File: src/rtl/store_align_buffer_pkg.sv
// Shared definitions for the store path: MIPS load/store opcodes,
// the aligned store-entry record and the memory-side FSM encodings.
package store_align_buffer_pkg;

    // Store opcodes (instruction bits [31:26])
    localparam logic [5:0] OP_SB  = 6'b101000;
    localparam logic [5:0] OP_SH  = 6'b101001;
    localparam logic [5:0] OP_SW  = 6'b101011;

    // Load opcodes, used by the load side of the pipeline
    localparam logic [5:0] OP_LB  = 6'b100000;
    localparam logic [5:0] OP_LH  = 6'b100001;
    localparam logic [5:0] OP_LW  = 6'b100011;
    localparam logic [5:0] OP_LBU = 6'b100100;
    localparam logic [5:0] OP_LHU = 6'b100101;

    // Memory-side FSM states
    localparam logic [0:0] ST_IDLE  = 1'b0;
    localparam logic [0:0] ST_WRITE = 1'b1;

    // One buffered store, already lane-aligned
    typedef struct packed {
        logic [29:0] addr_w;
        logic [31:0] wdata;
        logic [3:0]  be;
    } st_entry_t;

endpackage

File: src/rtl/store_align_buffer_align.sv
// Purely combinational store alignment: decodes the opcode, replicates
// the store data across byte lanes and builds the byte-enable mask.
module store_align
    import store_align_buffer_pkg::*;
(
    input  logic [5:0]  i_op,
    input  logic [1:0]  i_addr_lo,
    input  logic [31:0] i_data,
    output logic [31:0] o_wdata,
    output logic [3:0]  o_be,
    output logic        o_misaligned,
    output logic        o_recognised
);

    // Decode op and derive lane data, byte enables and alignment fault
    always_comb begin
        o_wdata      = 32'h0000_0000;
        o_be         = 4'b0000;
        o_misaligned = 1'b0;
        o_recognised = 1'b0;
        case (i_op)
            OP_SB: begin
                o_recognised = 1'b1;
                o_wdata      = {4{i_data[7:0]}};
                o_be         = 4'b0001 << i_addr_lo;
            end
            OP_SH: begin
                o_recognised = 1'b1;
                o_wdata      = {2{i_data[15:0]}};
                o_be         = i_addr_lo[1] ? 4'b1100 : 4'b0011;
                o_misaligned = i_addr_lo[0];
            end
            OP_SW: begin
                o_recognised = 1'b1;
                o_wdata      = i_data;
                o_be         = 4'b1111;
                o_misaligned = (i_addr_lo != 2'b00);
            end
            default: begin
                o_recognised = 1'b0;
            end
        endcase
    end

endmodule

File: src/rtl/store_align_buffer.sv
// Store buffer between the MEM stage and data memory. Stores are aligned
// on entry, queued in FIFO order and drained one per mem_ack. Misaligned
// halfword/word stores raise a one-cycle address-error pulse instead.
module store_align_buffer
    import store_align_buffer_pkg::*;
#(
    parameter int DEPTH = 2
) (
    input  logic        clk,
    input  logic        rst,
    input  logic        st_valid,
    input  logic [5:0]  st_op,
    input  logic [31:0] st_addr,
    input  logic [31:0] st_data,
    output logic        st_ready,
    output logic        mem_req,
    output logic [31:0] mem_addr,
    output logic [31:0] mem_wdata,
    output logic [3:0]  mem_be,
    input  logic        mem_ack,
    output logic        ades,
    output logic [31:0] ades_addr,
    output logic        empty
);

    localparam int             PW       = $clog2(DEPTH);
    localparam logic [PW:0]    CNT_FULL = (PW+1)'(DEPTH);
    localparam logic [PW:0]    CNT_ONE  = (PW+1)'(1);
    localparam logic [PW-1:0]  PTR_ONE  = PW'(1);

    st_entry_t       r_mem [DEPTH];
    logic [PW-1:0]   r_wr_ptr;
    logic [PW-1:0]   r_rd_ptr;
    logic [PW:0]     r_count;
    logic [0:0]      r_state;
    logic            r_ades;
    logic [31:0]     r_ades_addr;

    logic [31:0]     w_wdata;
    logic [3:0]      w_be;
    logic            w_misaligned;
    logic            w_recognised;
    logic            w_fire;
    logic            w_push;
    logic            w_pop;
    logic            w_fault;
    logic [0:0]      w_state_nxt;
    st_entry_t       w_head;

    store_align u_align (
        .i_op         (st_op),
        .i_addr_lo    (st_addr[1:0]),
        .i_data       (st_data),
        .o_wdata      (w_wdata),
        .o_be         (w_be),
        .o_misaligned (w_misaligned),
        .o_recognised (w_recognised)
    );

    // Ready depends only on the registered occupancy, never on inputs
    assign st_ready  = (r_count != CNT_FULL);
    assign empty     = (r_count == {(PW+1){1'b0}});
    assign mem_req   = (r_state == ST_WRITE);
    assign w_fire    = st_valid & st_ready;
    assign w_push    = w_fire & w_recognised & ~w_misaligned;
    assign w_fault   = w_fire & w_recognised & w_misaligned;
    assign w_pop     = mem_req & mem_ack;

    assign w_head    = r_mem[r_rd_ptr];
    assign mem_addr  = {w_head.addr_w, 2'b00};
    assign mem_wdata = w_head.wdata;
    assign mem_be    = w_head.be;
    assign ades      = r_ades;
    assign ades_addr = r_ades_addr;

    // Memory-side FSM: WRITE whenever at least one store is pending
    always_comb begin
        w_state_nxt = r_state;
        case (r_state)
            ST_IDLE: begin
                if (w_push) begin
                    w_state_nxt = ST_WRITE;
                end else begin
                    w_state_nxt = ST_IDLE;
                end
            end
            ST_WRITE: begin
                if (w_pop && !w_push && (r_count == CNT_ONE)) begin
                    w_state_nxt = ST_IDLE;
                end else begin
                    w_state_nxt = ST_WRITE;
                end
            end
            default: begin
                w_state_nxt = ST_IDLE;
            end
        endcase
    end

    // Pointers, occupancy, FSM state and address-error pulse
    always_ff @(posedge clk) begin
        if (rst) begin
            r_wr_ptr    <= '0;
            r_rd_ptr    <= '0;
            r_count     <= '0;
            r_state     <= ST_IDLE;
            r_ades      <= 1'b0;
            r_ades_addr <= 32'h0000_0000;
        end else begin
            r_state <= w_state_nxt;
            r_ades  <= w_fault;
            if (w_fault) begin
                r_ades_addr <= st_addr;
            end
            if (w_push) begin
                r_wr_ptr <= r_wr_ptr + PTR_ONE;
            end
            if (w_pop) begin
                r_rd_ptr <= r_rd_ptr + PTR_ONE;
            end
            case ({w_push, w_pop})
                2'b10:   r_count <= r_count + CNT_ONE;
                2'b01:   r_count <= r_count - CNT_ONE;
                default: r_count <= r_count;
            endcase
        end
    end

    // Entry storage; contents are don't-care until written, so no reset
    always_ff @(posedge clk) begin
        if (w_push && !rst) begin
            r_mem[r_wr_ptr] <= '{addr_w: st_addr[31:2], wdata: w_wdata, be: w_be};
        end
    end

endmodule
File: config.mk
export PLATFORM = sky130hd
export DESIGN_NAME = store_align_buffer
export DESIGN_NICKNAME = d
export VERILOG_FILES = /design/src/rtl/store_align_buffer_pkg.sv /design/src/rtl/store_align_buffer_align.sv /design/src/rtl/store_align_buffer.sv
export SDC_FILE = /design/constraint.sdc
export NUM_CORES = 1
export LEC_CHECK = 0
export ABC_AREA = 1
export CORE_ASPECT_RATIO = 1.25
export CORE_MARGIN = 10
export CORE_UTILIZATION = 50
export DETAILED_ROUTE_END_ITERATION = 10
export PLACE_DENSITY = 0.81
export SLEW_MARGIN = 25
export SYNTH_ARGS = -nofsm -noshare
export SYNTH_HDL_FRONTEND = slang
export SYNTH_SLANG_ARGS = --single-unit
File: constraint.sdc
create_clock -name clk -period 14.35 [get_ports clk]
set_clock_uncertainty 0.2 [all_clocks]
set_input_delay 4.305 -clock clk [delete_from_list [all_inputs] [get_ports clk]]
set_output_delay 4.305 -clock clk [all_outputs]
set_load 0.01 [all_outputs]
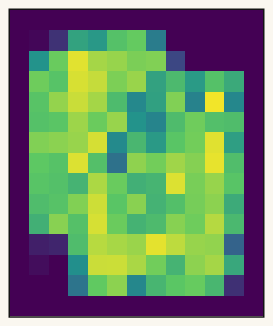
run_1/cell_density.png
(2 px per um) The die is cut into 13 by 15 equal tiles; dark purple is low, yellow is high, 0 to 100% covered.
The emptiest ninth of the die: north-east. The mean over all tiles is 48%. 33% of the tiles are over 75% full. 32% of the tiles are nearly empty. The densest ninth of the die: centre. The fullest tile reaches 98%.
Layout Utilization: 68.7%
starting density of the core: 51.1%
Core Area: 0.0139 mm2

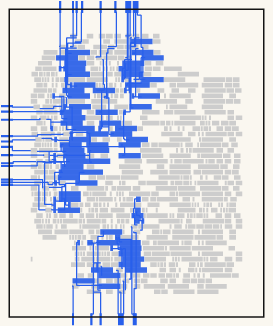
run_1/io_fan.png
(2 px per um)
Blue marks st_addr, direction input, end cells 97, buffers 32, wire 1700 um.

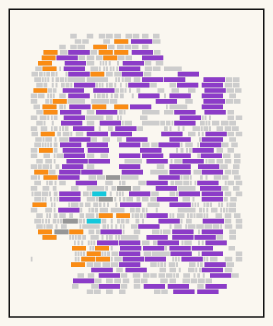
run_1/flops_by_reg.png
(2 px per um) Other sequential cells in the stronger grey, the rest of the logic in the fainter grey.
Cyan marks r_count, placed flops 2. Purple marks r_mem, placed flops 132. Orange marks ades_addr, placed flops 32.
Another 5 sequential cells are not coloured.
flip-flop and latch power: 534 uW
flop share of the area: 49.8%
Reg area: 0.00475 mm2

==> results.txt, run 1 <==
Purpose: to document the outcome of synthesis and place and route.

Logic synthesis
The cell area after synthesis is 0.00709 mm2. The synthesis report lists the Yosys warning total as 0. The synth_stat.txt file lists the number of cells as 573. The fraction of synthesis flops using an asynchronous set or reset pin is 0%. The number of cells produced by synthesis is roughly 570. The flip-flop and latch count after synthesis is between 150 and 200. The share of synthesized cell area in and, or, nand and nor gates is between 10% and 20%. The most frequently used flop master after synthesis is sky130_fd_sc_hd__edfxtp_1.

The yosys stat chip area is between 0.007 and 0.008 mm2. The biggest combinational cell group after synthesis is simple AND/OR/NAND/NOR gates. For reference, the mux area share after synthesis is between 10% and 20%.

Global routing
The global routing report lists met3 layer usage as 6.54%. The global-route track usage on met2 is 29.9%. The global routing stage identified its most utilized layer as met2.

For this run the aggregate overflow at the end of global routing stands at 0.

Setup path
STA classifies the critical path startpoint as an input port. The library cell appearing most often on the critical path is sky130_fd_sc_hd__nor2_4. By startpoint and endpoint, the worst setup path is classified as input port to register. The critical path's slowest cell is sky130_fd_sc_hd__clkdlybuf4s50_1. STA reports a reg2reg setup slack of around 11000 ps. Data arrives at the worst endpoint at approximately 7000 ps.

STA
In the final timing run, aggregate negative setup slack is 0 ps. The pin closest to its max-slew limit shows a slew of about 970 ps. The worst-case hold slack is ~280 ps.

Flow run
Max-cap violations in this run came to 0.

Cells and area
The area occupied by multi-input gates is about 0.002 mm2. The post-route non-filler standard cell count is between 900 and 1k. The layout net count is 823.

Worst hold path
The number of cells on the worst hold path is listed as 2. The type of the worst min-delay path is register to register.

Die
In this run the vertical extent of the chip is 153 um.

Place
The quantity of I/O buffers inserted on ports is 175.

Clock tree
The clock root buffer master is sky130_fd_sc_hd__clkbuf_16. The clock insertion delay at the later pin of the skew report is 410 ps. The clock transition time at the flip-flop clock pins of the worst setup and hold paths is approximately 60 ps.

Routing
The wire length recorded after detailed routing is around 18 mm. The via density per instance is between 5 and 6.

Run status
The run finished with clean final reports.
==> run 1: cell type report <==
type | instances | area share (%)
Inverter | 61 | 2.40
Tap cell | 175 | 2.30
Sequential cell | 171 | 49.8
Multi-Input combinational cell | 314 | 20.8
Clock buffer | 20 | 4.80
Timing Repair Buffer | 179 | 18.7
Clock inverter | 12 | 1.17
Antenna cell | 1 | 0.0263
==> run 1: cell usage in the layout, fill, tap and decap left out, drive strengths merged, types with 7 or more instances in the layout <==
cell           instances
o21ai                  7
nand3                 10
edfxtp               132
nand4                 33
mux2                  66
nor2                  88
clkbuf                20
dfxtp                 39
nand2                 85
clkdlybuf4s50        175
inv                   66
==> run 1: metal layers <==
metal	up-vias	part of all wire (%)
met4	0	2.2
met2	236	50
met5	-	0
li1	2306	-
met1	2355	39
met3	26	8.5
==> run 1: metrics by stage <==
step           cell area, um2  power (mW)
2_1_floorplan            7090       0.568
3_3_place_gp             8950       0.604
3_5_place_dp             8950       0.605
4_1_cts                  9520        1.04
5_1_grt                  9520        1.06
6_report                 9520        1.03
==> run 1: critical path, delay by kind of cell <==
family / cells / cell delay [ps]
buffers and inverters: 2 / 1270
and+or+nand+nor: 5 / 1460
==> run 1: power breakdown <==
part	internal, mW	total (mW)	switching (mW)
sequential	0.532	0.534	0.00143
clock	0.250	0.436	0.185
combinational	0.0315	0.0614	0.0300
==> run 1: state kept, by name, summed over array words and instances, names as in the netlist, named ones only <==
name       count
ades           1
r_count        2
r_rd_ptr       1
r_mem        132
r_wr_ptr       1
ades_addr     32
mem_req        1
==> run 1: path summary, 6_finish.rpt <==
kind,endpoint
worst min register to register,ades_addr[4]
worst max-delay path,r_mem[1][39]
worst min-delay path,ades_addr[4]
worst max register to register,r_mem[1][39]
## Run 2: what changed since run 1
--- a/config.mk
+++ b/config.mk
@@ -8,9 +8,9 @@
 export ABC_AREA = 1
 export CORE_ASPECT_RATIO = 1.25
 export CORE_MARGIN = 10
-export CORE_UTILIZATION = 50
+export CORE_UTILIZATION = 49
 export DETAILED_ROUTE_END_ITERATION = 10
-export PLACE_DENSITY = 0.81
+export PLACE_DENSITY = 0.8
 export SLEW_MARGIN = 25
 export SYNTH_ARGS = -nofsm -noshare
 export SYNTH_HDL_FRONTEND = slang
==> constraint.sdc (replaced) <==
create_clock -name clk -period 6.66 [get_ports clk]
set_clock_uncertainty 0.2 [all_clocks]
set_input_delay 1.998 -clock clk [delete_from_list [all_inputs] [get_ports clk]]
set_output_delay 1.998 -clock clk [all_outputs]
set_load 0.01 [all_outputs]
==> run 2 against run 1 <==
Effect of this change: global-route usage about the same; critical endpoint is now mem_wdata[0]; flip-flop count unchanged; synthesized cell count unchanged; largest power group unchanged; sequential power increased by 120%; count of clock-buffer cells in the layout decreased by 2; critical path depth decreased by 4; highest routed layer unchanged; combinational power increased by 110%; routed wire length increased by 2.5%; clock power increased by 120%; area after synthesis unchanged; setup slack got worse by 5200 ps.
==> results.txt, run 2 <==
Purpose: to document the outcome of synthesis and place and route.

Cells and area
The area occupied by multi-input gates was 0.00198 mm2 (unchanged). The flip-flop count of the largest register after layout was 132 (unchanged). Ranking logic cells in the layout by count gives the top entries 175 x sky130_fd_sc_hd__clkdlybuf4s50_1, 132 x sky130_fd_sc_hd__edfxtp_1, 85 x sky130_fd_sc_hd__nand2_1.

The final instance area is 0.00957 mm2 (+0.47%). The layout net count is 825 (+0.24%).

Place
The quantity of I/O buffers inserted on ports came to 175 (unchanged). The instance area at placement was 0.00899 mm2 (+0.46%).

Die
The height of the chip was 154 um (+0.88%). The core area is 0.0143 mm2 (+3.0%). The pre-placement core utilization was 49.6% (-1.5 points).

Logic synthesis
The fraction of synthesis flops using an asynchronous set or reset pin is 0% (unchanged). Per the synth stats, the flop cell with the highest instance count is sky130_fd_sc_hd__edfxtp_1. The cell area after synthesis is 0.00709 mm2 (unchanged). The multiplexer share of the synthesized area was 10.5% (unchanged). The yosys stat chip area is 0.00709 mm2 (unchanged).

The share of synthesized cell area in and, or, nand and nor gates is 14.0% (unchanged). The number of cells produced by synthesis is 573 (unchanged). The flip-flop and latch count after synthesis is 171 (unchanged).

Power
The post-layout total power is 2.24 mW (+120%).

Setup path
The critical setup path kind is register to output port. In this run the critical register-to-register path is captured at r_mem[0][3]. The kind of cell adding the most delay to the critical path is buffers and inverters.

The endpoint arrival time on the critical path is 2500 ps (-4570 ps). The sum of buffers and inverters on the critical path is 2 (unchanged). The worst setup path is launched from a register.

Clock tree
The clock transition time at the flip-flop clock pins of the worst setup and hold paths is 60 ps (about the same). The clock root buffer master is sky130_fd_sc_hd__clkbuf_16.

Routing
The via density per instance was 5.26 (-0.37%). The post-detailed-routing wire length came to 18.0 mm (+2.5%).

Run status
The flow ran to the end, and the final reports show no timing, DRC or antenna violations.

Worst hold path
The type of the worst min-delay path is register to register.

Flow run
The number of max-cap violations is 0 (unchanged).

Global routing
The residual overflow from global routing is 0 (unchanged).
==> run 2: per-layer routing <==
layer  track usage [%]  wire [um]
met5                 0          0
met4              5.85        293
met3              6.02       1450
met2              32.0       9580
met1              19.2       6720
==> run 2: worst reg2reg max path: cells and delay by family (launching register included) <==
family | cells | cell delay [ps]
simple gates | 2 | 320
fa+ha+maj | 1 | 250
buf+inv | 4 | 1560
flops | 1 | 380
==> run 2: cell type report <==
class                      instances  share of cell area [%]
clock buffer                      18                    4.48
timing repair buffer             181                    19.0
clock inverter                    14                    1.52
sequential                       171                    49.6
inverter                          61                    2.39
multi-input combinational        314                    20.7
tap                              178                    2.33
==> run 2: worst max-delay path by stage <==
stage | startpoint | endpoint | depth (start not counted)
global route | st_op[1] | r_mem[0][2] | 7
finish | register | mem_wdata[0] | 3
floorplan | st_op[1] | r_mem[1][0] | 6
detailed placement | st_op[1] | r_mem[0][41] | 7
CTS | register | mem_wdata[0] | 3
global placement | st_op[1] | r_mem[1][13] | 7
==> run 2: report_power, final <==
group,internal [mW],switching (mW),total [mW]
Clock,0.553,0.403,0.956
Combinational,0.0677,0.0640,0.132
Sequential,1.15,0.00384,1.15
==> run 2: cells by family (layout without fill, tap and decap cells) <==
| family | after synthesis | after routing |
|---|---|---|
| xor+xnor | 2 | 2 |
| simple gates | 218 | 218 |
| flops | 171 | 171 |
| buf+inv | 89 | 274 |
| compound gates | 21 | 21 |
| fa+ha+maj | 5 | 5 |
| mux | 66 | 66 |
| other cells | 1 | 2 |
==> run 2: through the flow <==
| stage | setup slack (ps) | hold slack (ps) |
|---|---|---|
| after floorplan | 546 | 272 |
| after global placement | 1380 | 271 |
| after detailed placement | 1530 | 277 |
| after CTS | 1940 | 291 |
| after global routing | 1840 | 316 |
| final | 1960 | 292 |
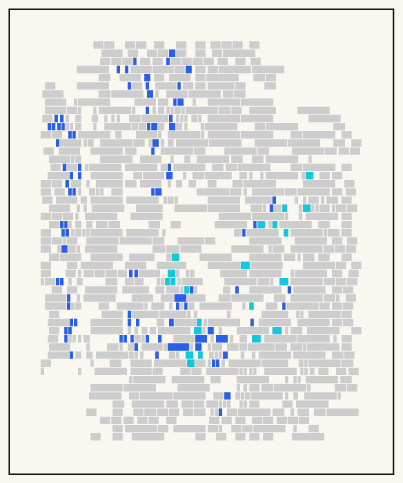
run_2/logic_types.png
(3 px per um)
Blue marks NOR gates, cells 90. Cyan marks inverting AOI/OAI gates, cells 21.
final instance count without filler cells: 937
fraction of area in multi-input gates: 20.7%
top logic cell by instance count in the layout: sky130_fd_sc_hd__clkdlybuf4s50_1

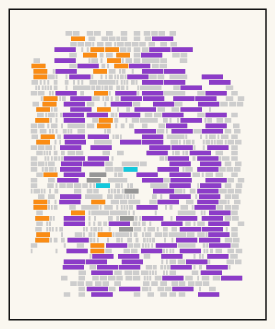
run_2/flops_by_reg.png
(2 px per um) Other sequential cells in the stronger grey, the rest of the logic in the fainter grey.
Orange marks ades_addr, placed flops 32. Purple marks r_mem, placed flops 132. Cyan marks r_count, placed flops 2.
Another 5 sequential cells are not coloured.
Layout Utilization: 67.0%
Reg area: 0.00475 mm2

No activity file was given, so power comes from the tool's default toggle rates.
